Design button_conditioner, sky130hd; sources not shown.
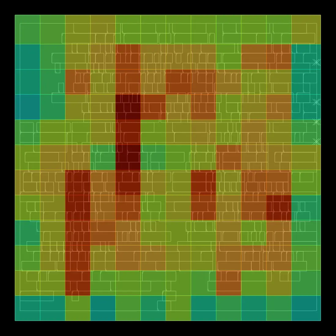
(images/congestion_map.png)
GR Layer Usage met2: 0.399
global routing's busiest layer: met2
drt wl/cell: 15.5 µm
final core utilization: 0.700
M3 GR Usage: 0.0366

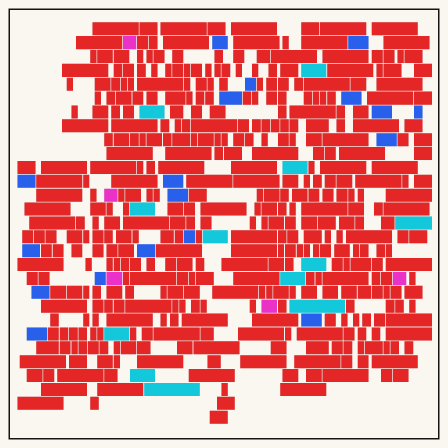
(images/sizing.png)
Key: blue = x2 [cells 18, share 4.1%, most used mux2_2]; red = x1 and smaller [cells 405, share 92%, most used dfrtp_1]; cyan = x6 and larger [cells 12, share 2.7%, most used clkbuf_8]; magenta = x3 and x4 [cells 5, share 1.1%]
Design Area, Final: 4490 µm²
final worst slack: 0.735 ns
P&R area growth vs syn: 9.81%

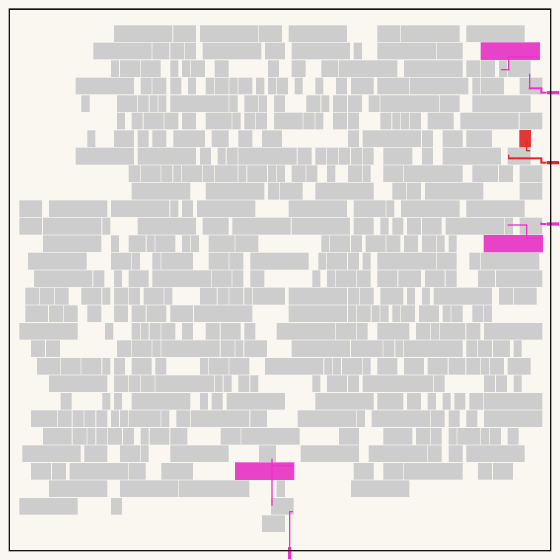
(images/port_trees.png)
Key: magenta = btnSticky [direction output, edge 2 right, 1 bottom, end cells 3, buffers 3, wire 37.7 µm]; red = rst [direction input, edge right, end cells 1, buffers 1, wire 9.10 µm]
# IOs: 17
port buffer count: 16

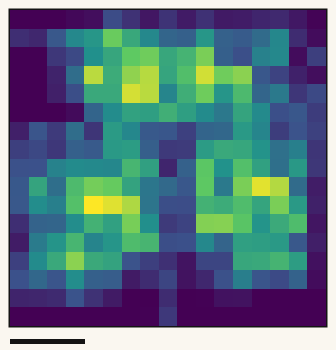
(images/route_heat.png)
Bar = 20 µm. 17 x 17 tiles, from dark purple (low) to yellow (high), scaled to the fullest tile. Values are wire area over tile area, all layers added.
The fullest tile reaches 0.52. The mean over all tiles is 0.18. 13% of the tiles are nearly empty. The densest ninth of the die: top centre.
Routed WL: 8030 µm
gr usage total: 0.257
vias post-DR: 3221

==> flow_metrics.py <==
# Physical implementation metrics
metrics = {
    "outcome": {
        "status": "complete, but fails checks",
        "violations": "design-rule violations",
    },
    "routing": {
        "first_iter_violations": 222,
        "viasPerCell": 6.23,
        "drc": 8,
        "antenna_left": 0,
    },
    "critical_path": {
        "critical_path_class": "reg2reg",
        "cpPeakStageDelay_ns": 0.64,
        "reg2regPathDepth": 7,
        "path_buffers": 1,
        "cp-start-kind": "flop",
        "crit_cells": 7,
        "end_kind": "flop",
        "critPathSlowestCell": "nor2_1",
        "path_cells": "ha_1 -> nand3_1 -> nor4_1 -> a211oi_1 -> buf_4 -> nor2_1 -> nor2_1",
        "cp.arrival_ns": 2.74,
        "cp_max_fo": 13,
    },
    "die": {
        "die_area_um2": 7040,
        "die_width_um": 83.9,
        "core_area_um2": 6420,
        "row_count": 29,
    },
    "synthesis": {
        "ff_type": "dfrtp_1",
        "ys_cells": 424,
        "syn_nets": 435,
        "synth.avg_cell_area_um2": 9.65,
        "ys_chip_area_um2": 4090,
        "yosysWarnings": 0,
        "synth.distinct_cells": 46,
        "netlist_area_um2": 4090,
        "ys_async_sr_fraction": 1.00,
    },
    "timing": {
        "period_needed_ns": 2.54,
        "worst_slew_pin_slew_ns": 0.919,
        "finalHoldViolCount": 0,
        "finalCritPeriodShare": 0.776,
        "relSlewSlack": 0.385,
    },
    "clocking": {
        "tritoncts": "built",
        "postCtsHoldBufs": 0,
        "h-tree-depth": 3,
        "clk_latency_ns": 0.35,
        "cts-root-buf": "clkbuf_8",
    },
    "pwr": {
        "intPower_mw": 1.49,
        "p_leak_nw": 1.86,
        "switchingPower_uw": 459,
        "p_clk_frac": 0.406,
        "cellPowerDensity_nw_per_um2": 434,
        "switching_share": 0.235,
        "comb_power_share": 0.055,
    },
    "run": {
        "drv_cap": 0,
    },
    "min_path": {
        "worstHoldPathType": "reg2reg",
        "worstHoldPathCells": 0,
    },
    "cells_and_area": {
        "largest_reg_flops": 60,
        "drive_gt1_frac": 0.0795,
        "seqCellArea_um2": 2030,
    },
    "global_route": {
        "grt_start_max_net_pins": 46,
        "antenna_found_initial": 0,
    },
}
## kinds of logic after synthesis
| logic type | share of synthesized area |
|---|---|
| AND/OR/NAND/NOR | 0.249 |
| flip-flops | 0.495 |
| AND-OR/OR-AND | 0.114 |
| XOR/XNOR | 0.0621 |
| buffers and inverters | 0.0336 |
| multiplexers | 0.0367 |
| adder cells (fa/ha/maj) | 0.00917 |
## cells in the mapped netlist, types with 2 or more instances
library cell   n  share of area
a41oi_1        2         0.0043
or2_2          2         0.0031
ha_1           3         0.0092
or4_1          3         0.0055
xnor2_1       14          0.030
a21o_1         3         0.0055
o21ai_0       15          0.018
and3_1        12          0.018
a22o_1         7          0.015
buf_2          5         0.0061
nand2b_1       8          0.012
a21oi_1       15          0.018
nand4_1        9          0.014
mux2i_1        6          0.015
inv_1          9         0.0083
a21bo_2        3         0.0073
mux2_2         8          0.022
a31oi_1       21          0.032
xor2_1        15          0.032
and4b_1        2         0.0049
buf_4          6          0.011
o22ai_1        2         0.0031
nor3_1        12          0.015
nand2_1       41          0.038
dfrtp_1       81           0.50
a211oi_1       2         0.0037
nor2_1        46          0.042
clkbuf_1       6         0.0055
nand4b_1       2         0.0043
nor4_1         9          0.014
and2_1         4         0.0061
nand3_1       31          0.038
and4_1         4         0.0086
nor4b_1        4         0.0086
## area by class of cell
type	instances	area share
sequential	81	0.451
multi-input combinational	316	0.429
timing repair buffer	18	0.0418
clock buffer	10	0.0284
tap	77	0.0214
clock inverter	6	0.0206
inverter	9	0.00780
## placed cells by master, fill, tap and decap left out, drive strengths merged, types with 4 or more instances in the layout
cell	netlist	routed
a21oi	16	16
a22o	7	7
a31oi	21	21
and2	5	5
and3	12	12
and4	4	4
clkbuf	6	10
clkdlybuf4s50	0	16
dfrtp	81	81
inv	9	8
mux2	8	8
mux2i	6	6
nand2	41	41
nand2b	8	8
nand3	31	31
nand4	9	9
nor2	47	47
nor3	12	12
nor4	9	9
nor4b	4	4
o21ai	15	15
xnor2	14	14
xor2	15	15
## per-layer routing
layer | vias to the layer above | routed length [µm] | global-route usage | part of all wire
met5 | - | 0 | 0 | 0
met4 | 0 | 156 | 0.116 | 0.019
met3 | 15 | 352 | 0.0366 | 0.044
met2 | 97 | 3980 | 0.399 | 0.50
met1 | 1561 | 3540 | 0.360 | 0.44
li1 | 1548 | - | - | -
## power groups by stage
stage	clock network (mW)	registers (mW)	logic, mW
2_1_floorplan	0	1.06	0.0796
3_3_place_gp	0	1.07	0.103
3_5_place_dp	0	1.07	0.110
4_1_cts	0.800	1.05	0.109
5_1_grt	0.848	1.05	0.123
6_report	0.791	1.05	0.107
## per-stage QoR
| step | power (mW) | setup WS [ns] | cell area, µm² | util | cells |
|---|---|---|---|---|---|
| floorplan | 1.14 | 0.544 | 4090 | - | 424 |
| global route | 2.03 | 0.520 | 4490 | 0.700 | 517 |
| detailed placement | 1.18 | 0.775 | 4270 | 0.665 | 501 |
| finish | 1.95 | 0.735 | 4490 | 0.700 | 517 |
| global placement | 1.17 | 0.980 | 4270 | 0.665 | 501 |
| CTS | 1.96 | 0.749 | 4490 | 0.700 | 517 |
Power and IR drop assume default switching activity.
